==> config.mk <==
export PLATFORM = sky130hd
export DESIGN_NAME = stepper_sequencer
export DESIGN_NICKNAME = d
export VERILOG_FILES = /design/src/rtl/stepper_pkg.sv /design/src/rtl/step_synchronizer.sv /design/src/rtl/stepper_sequencer.sv
export SDC_FILE = /design/constraint.sdc
export NUM_CORES = 1
export LEC_CHECK = 0
export ABC_AREA = 1
export CAP_MARGIN = 20
export CORE_MARGIN = 8
export CORE_UTILIZATION = 53
export DETAILED_ROUTE_END_ITERATION = 10
export PLACE_DENSITY_LB_ADDON = 0.12
export SYNTH_ARGS = -nofsm -noshare
export SYNTH_HDL_FRONTEND = slang
export SYNTH_SLANG_ARGS = --single-unit
==> constraint.sdc <==
create_clock -name clk -period 2.6 [get_ports clk]
set_input_delay 0.52 -clock clk [delete_from_list [all_inputs] [get_ports clk]]
set_output_delay 0.52 -clock clk [all_outputs]
set_load 0.02 [all_outputs]
==> src/rtl/stepper_pkg.sv <==
// stepper_pkg: shared types, half-step coil table and mode-dependent phase decode
package stepper_pkg;
  typedef enum logic [1:0] {MODE_FULL = 2'd0, MODE_WAVE = 2'd1, MODE_HALF = 2'd2, MODE_BYPASS = 2'd3} mode_t;
  typedef enum logic {S_IDLE = 1'b0, S_RUN = 1'b1} state_t;
  // {a_p, a_m, b_p, b_m} per half-step phase; entry 0 is the rightmost nibble
  localparam logic [7:0][3:0] COIL_TBL = {4'b1001, 4'b0001, 4'b0101, 4'b0100,
                                          4'b0110, 4'b0010, 4'b1010, 4'b1000};
  function automatic logic [3:0] coil_decode(input logic [2:0] phase, input mode_t mode);
    logic [2:0] idx;
    idx = (mode == MODE_HALF) ? phase : (mode == MODE_FULL) ? (phase | 3'd1) : (phase & 3'b110);
    return COIL_TBL[idx];
  endfunction
endpackage

==> src/rtl/step_synchronizer.sv <==
// step_synchronizer: matched multi-flop synchronisers for step/dir plus step rising-edge detect
module step_synchronizer #(
  parameter int SYNC_STAGES = 2
) (
  input  logic clk,
  input  logic rst_n,
  input  logic i_step,
  input  logic i_dir,
  output logic o_step,
  output logic o_dir,
  output logic o_rise
);
  logic [SYNC_STAGES-1:0] r_step_sync, r_dir_sync;
  logic r_step_prev;
  always_ff @(posedge clk or negedge rst_n)
    if (!rst_n) begin
      r_step_sync <= '0;
      r_dir_sync  <= '0;
      r_step_prev <= 1'b0;
    end else begin
      r_step_sync <= {r_step_sync[SYNC_STAGES-2:0], i_step};
      r_dir_sync  <= {r_dir_sync[SYNC_STAGES-2:0], i_dir};
      r_step_prev <= r_step_sync[SYNC_STAGES-1];
    end
  assign o_step = r_step_sync[SYNC_STAGES-1];
  assign o_dir  = r_dir_sync[SYNC_STAGES-1];
  assign o_rise = o_step & ~r_step_prev;
endmodule

==> src/rtl/stepper_sequencer.sv <==
// stepper_sequencer: step/dir or internal move engine driving a bipolar stepper's H-bridge enables
module stepper_sequencer
  import stepper_pkg::*;
#(
  parameter int POS_W       = 16,
  parameter int DIV_W       = 16,
  parameter int SYNC_STAGES = 2
) (
  input  logic             clk,
  input  logic             rst_n,
  input  logic             enable,
  input  logic [1:0]       mode,
  input  logic             ext_sel,
  input  logic             step_i,
  input  logic             dir_i,
  input  logic             move_start,
  input  logic             move_abort,
  input  logic [POS_W-1:0] move_target,
  input  logic [DIV_W-1:0] move_period,
  output logic [POS_W-1:0] position,
  output logic             busy,
  output logic             done,
  output logic             coil_a_p,
  output logic             coil_a_m,
  output logic             coil_b_p,
  output logic             coil_b_m
);
  state_t r_state, w_next;
  mode_t w_mode;
  logic [POS_W-1:0] r_pos, r_target, w_diff, w_pos_next;
  logic [DIV_W-1:0] r_period, r_cnt, w_period;
  logic [2:0] r_phase, w_stride;
  logic [3:0] w_coil;
  logic r_dir, r_done, w_done, w_step_s, w_dir_s, w_rise, w_run, w_tc, w_kill, w_step, w_dir, w_pulse;
  step_synchronizer #(.SYNC_STAGES(SYNC_STAGES)) u_sync (
    .clk   (clk),
    .rst_n (rst_n),
    .i_step(step_i),
    .i_dir (dir_i),
    .o_step(w_step_s),
    .o_dir (w_dir_s),
    .o_rise(w_rise)
  );
  assign w_mode     = mode_t'(mode);
  assign w_run      = r_state == S_RUN;
  assign w_period   = (move_period < DIV_W'(2)) ? DIV_W'(2) : move_period;
  assign w_diff     = move_target - r_pos;
  assign w_tc       = w_run && (r_cnt == r_period - DIV_W'(1));
  assign w_kill     = move_abort | ~enable | ext_sel;
  assign w_dir      = ext_sel ? w_dir_s : r_dir;
  // abort/disable/source switch wins over a coincident terminal count
  assign w_step     = enable & (ext_sel ? w_rise : (w_tc & ~w_kill));
  assign w_pos_next = w_dir ? r_pos + POS_W'(1) : r_pos - POS_W'(1);
  assign w_stride   = (w_mode == MODE_HALF) ? 3'd1 : 3'd2;
  assign w_pulse    = ext_sel ? w_step_s : (w_run && (r_cnt < (r_period >> 1)));
  assign w_coil     = !enable ? 4'b0000 :
                      (w_mode == MODE_BYPASS) ? {w_dir, 1'b0, w_pulse, 1'b0} : coil_decode(r_phase, w_mode);
  always_comb begin
    w_next = r_state;
    w_done = 1'b0;
    if (!w_run) begin
      if (move_start && !ext_sel && enable) begin
        w_next = (w_diff == '0) ? S_IDLE : S_RUN;
        w_done = w_diff == '0;
      end
    end else if (w_kill) begin
      w_next = S_IDLE;
    end else if (w_tc && (w_pos_next == r_target)) begin
      w_next = S_IDLE;
      w_done = 1'b1;
    end
  end
  always_ff @(posedge clk or negedge rst_n)
    if (!rst_n) begin
      r_state  <= S_IDLE;
      r_done   <= 1'b0;
      r_cnt    <= '0;
      r_period <= '0;
      r_target <= '0;
      r_dir    <= 1'b0;
      r_pos    <= '0;
      r_phase  <= '0;
    end else begin
      r_state <= w_next;
      r_done  <= w_done;
      r_cnt   <= (w_run && !w_tc) ? r_cnt + DIV_W'(1) : '0;
      if (!w_run && w_next == S_RUN) begin
        r_target <= move_target;
        r_period <= w_period;
        r_dir    <= ~w_diff[POS_W-1];
      end
      if (w_step) begin
        r_pos   <= w_pos_next;
        r_phase <= w_dir ? r_phase + w_stride : r_phase - w_stride;
      end
    end
  assign position = r_pos;
  assign busy     = w_run;
  assign done     = r_done;
  assign {coil_a_p, coil_a_m, coil_b_p, coil_b_m} = w_coil;
endmodule

==> results.txt <==
fresh numbers from the pnr run: area leader, netlist=dfrtp_1, violated checks=negative setup slack, FF-to-FF path depth=18, reg-to-reg startpoint=u_sync.r_dir_sync[1]$_DFF_PN0_, AO/OA Area Share=6.04%, Post-CTS Resized=95, status=finished with violations, CP endpoint kind=flip-flop, Critical Path AT=about 3.1 ns, Synth Flop Type=dfrtp_1, Post-CTS Setup Inserts=16, setup tns final=-0.516 ns, Layout Utilization=79.8%, max_slew headroom=approximately 60%, setup violators final=3, Core Util at FP=54.5%, Max Cap Viol=0, core area=between 10000 and 15000 um2, num tapcells=168, # DRC=0, initial drt markers=613, setup ws final=-0.255 ns, vias in the first global route=between 6k and 7k, DR vias=7377, critical path's most frequent cell=nand2_1, clk tree area frac=3.07%, root buf cell=clkbuf_16, Cell Pwr Density=1100 nW/um2, Die ar.=16200 um2, Top non-seq family=simple AND/OR/NAND/NOR gates, YS chip area=~6600 um2, async set or reset register ratio after synthesis=100%, grt met3 use=approximately 5.2%, MI comb area=4800 um2, CP Launch Point=u_sync.r_dir_sync[1]$_DFF_PN0_, gpl congestion=0.948, OpenROAD warnings=32, flop count=75, Ports=64, Worst setup SP type=flip-flop, CTS Buf Count=9, Yosys reg bits=75, wire length of the first global-routing pass=33200 um, largest class=logic gates, Tcrit/Tclk final=110%, Vias/cell=5.40, post-route cell area=9630 um2, max-slew violations=0, crit-path max FO=5
[cells in the final DEF (no fill, tap or decap), types with 24 or more instances in the layout]
| cell | n |
|---|---|
| inv_1 | 125 |
| nand2_2 | 26 |
| xor2_1 | 24 |
| nor2_1 | 53 |
| buf_4 | 134 |
| nand3_1 | 106 |
| nand2_1 | 302 |
| dfrtp_1 | 71 |
| clkdlybuf4s50_1 | 43 |
| a21oi_1 | 25 |
| ha_4 | 32 |
[sequential cells by signal, summed over array words and instances (netlist names)]
name                count
u_sync.r_dir_sync       2
r_target               16
u_sync.r_step_sync      2
r_dir                   1
r_phase                 3
busy                    1
position               16
r_period               16
u_sync.r_step_prev      1
r_cnt                  16
done                    1
[metal layers]
metal  wire [um]  up-vias
li1            -     3574
met1        9880     3390
met2       10000      338
met3        1580       75
met4         797        0
met5           0        -
[where the power goes]
group	switching, mW	total (mW)	leakage [nW]	internal, mW
sequential	0.270	1.68	0.954	1.41
clock	0.535	1.31	0.147	0.771
combinational	4.18	7.64	3.85	3.46
[metrics by stage]
step | power (mW) | hold WS [ns] | instances
after floorplan | 5.20 | 0.224 | 987
after global placement | 7.44 | 0.335 | 1329
after detailed placement | 7.53 | 0.343 | 1329
after CTS | 9.63 | 0.179 | 1362
after global routing | 11.4 | 0.211 | 1367
final | 10.6 | 0.163 | 1367
[path summary, 6_finish.rpt]
| path | end | slack [ns] |
|---|---|---|
| min | r_phase[0]$_DFFE_PN0P_ | 0.16 |
| max reg2reg | done$_DFF_PN0_ | -0.25 |
| max | done$_DFF_PN0_ | -0.25 |
| min in group clk | u_sync.r_step_sync[1]$_DFF_PN0_ | 0.36 |
| min reg2reg | u_sync.r_step_sync[1]$_DFF_PN0_ | 0.36 |
| max in group asynchronous | r_cnt[14]$_DFF_PN0_ | 1.82 |
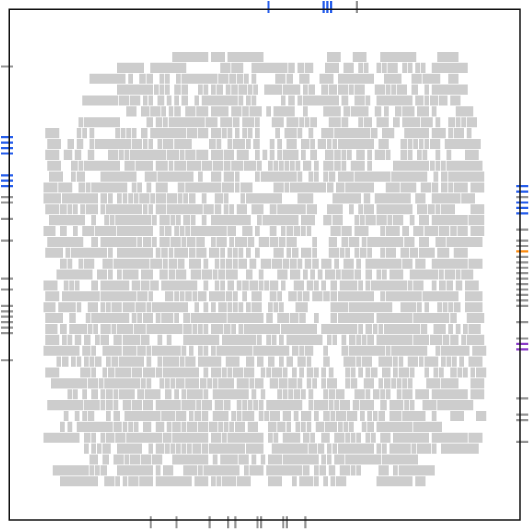
*Pin map*
Drawn at 4 px/um. Pins as bars across the die edge, other pins in grey.
colour	port	pins	direction	edge
purple	mode	2	input	right
orange	coil_b_p	1	output	right
blue	move_period	16	input	7 left, 5 right, 4 top

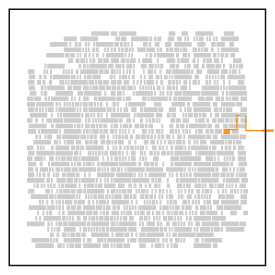
*Nets reached from selected ports*
Drawn at 2 px/um.
colour	port	bits	direction	edge	end cells	wire
orange	coil_b_p	1	output	right	1	29.4 um

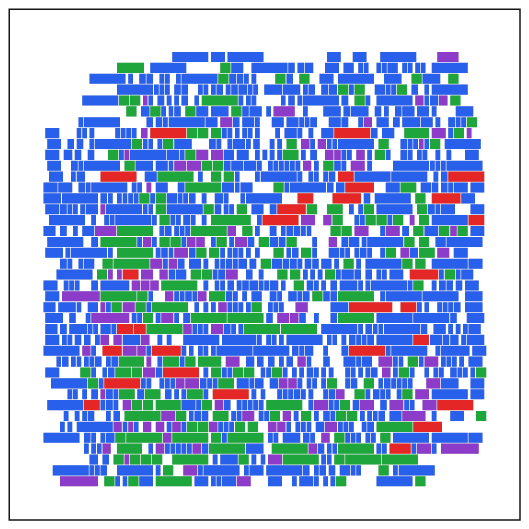
*Drive-strength map*
Drawn at 4 px/um.
colour	size	cells	share
purple	x2	117	9.8%
red	x6 and larger	29	2.4%
green	x3 and x4	186	16%
blue	x1 and smaller	867	72%
setup ws final: -0.255 ns
area grow syn2layout: 46.5%
nonclk buf count: 212

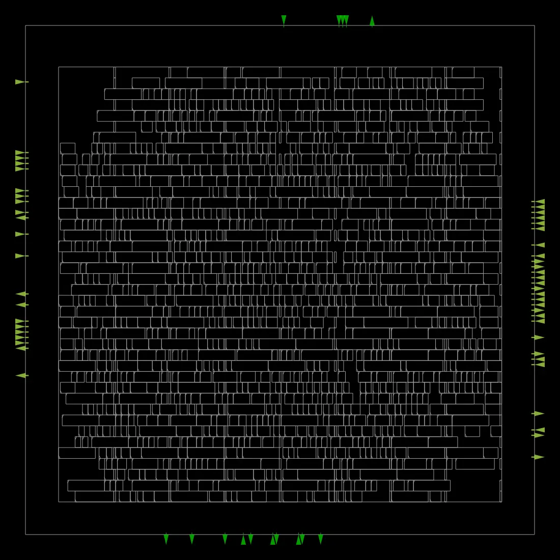
*Placement view*
Seq area share: 19.6%
Post-Layout Cell Count: 1367
FP Rows: 40

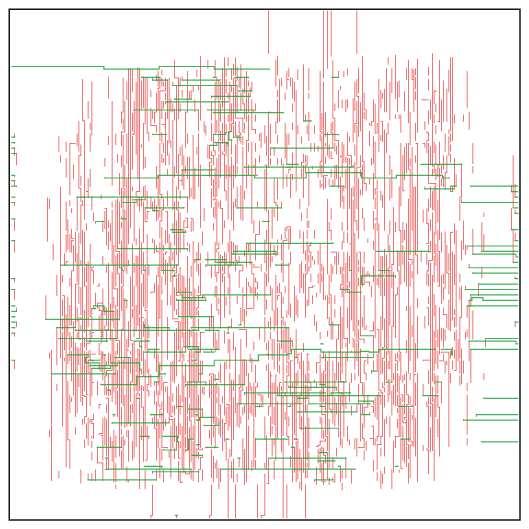
*Metal layers overlaid*
Drawn at 4 px/um. Only two layers are drawn.
colour	layer	wire length
red	M2	10000 um
green	M3	1580 um

Power is estimated from default activity; no workload was simulated.
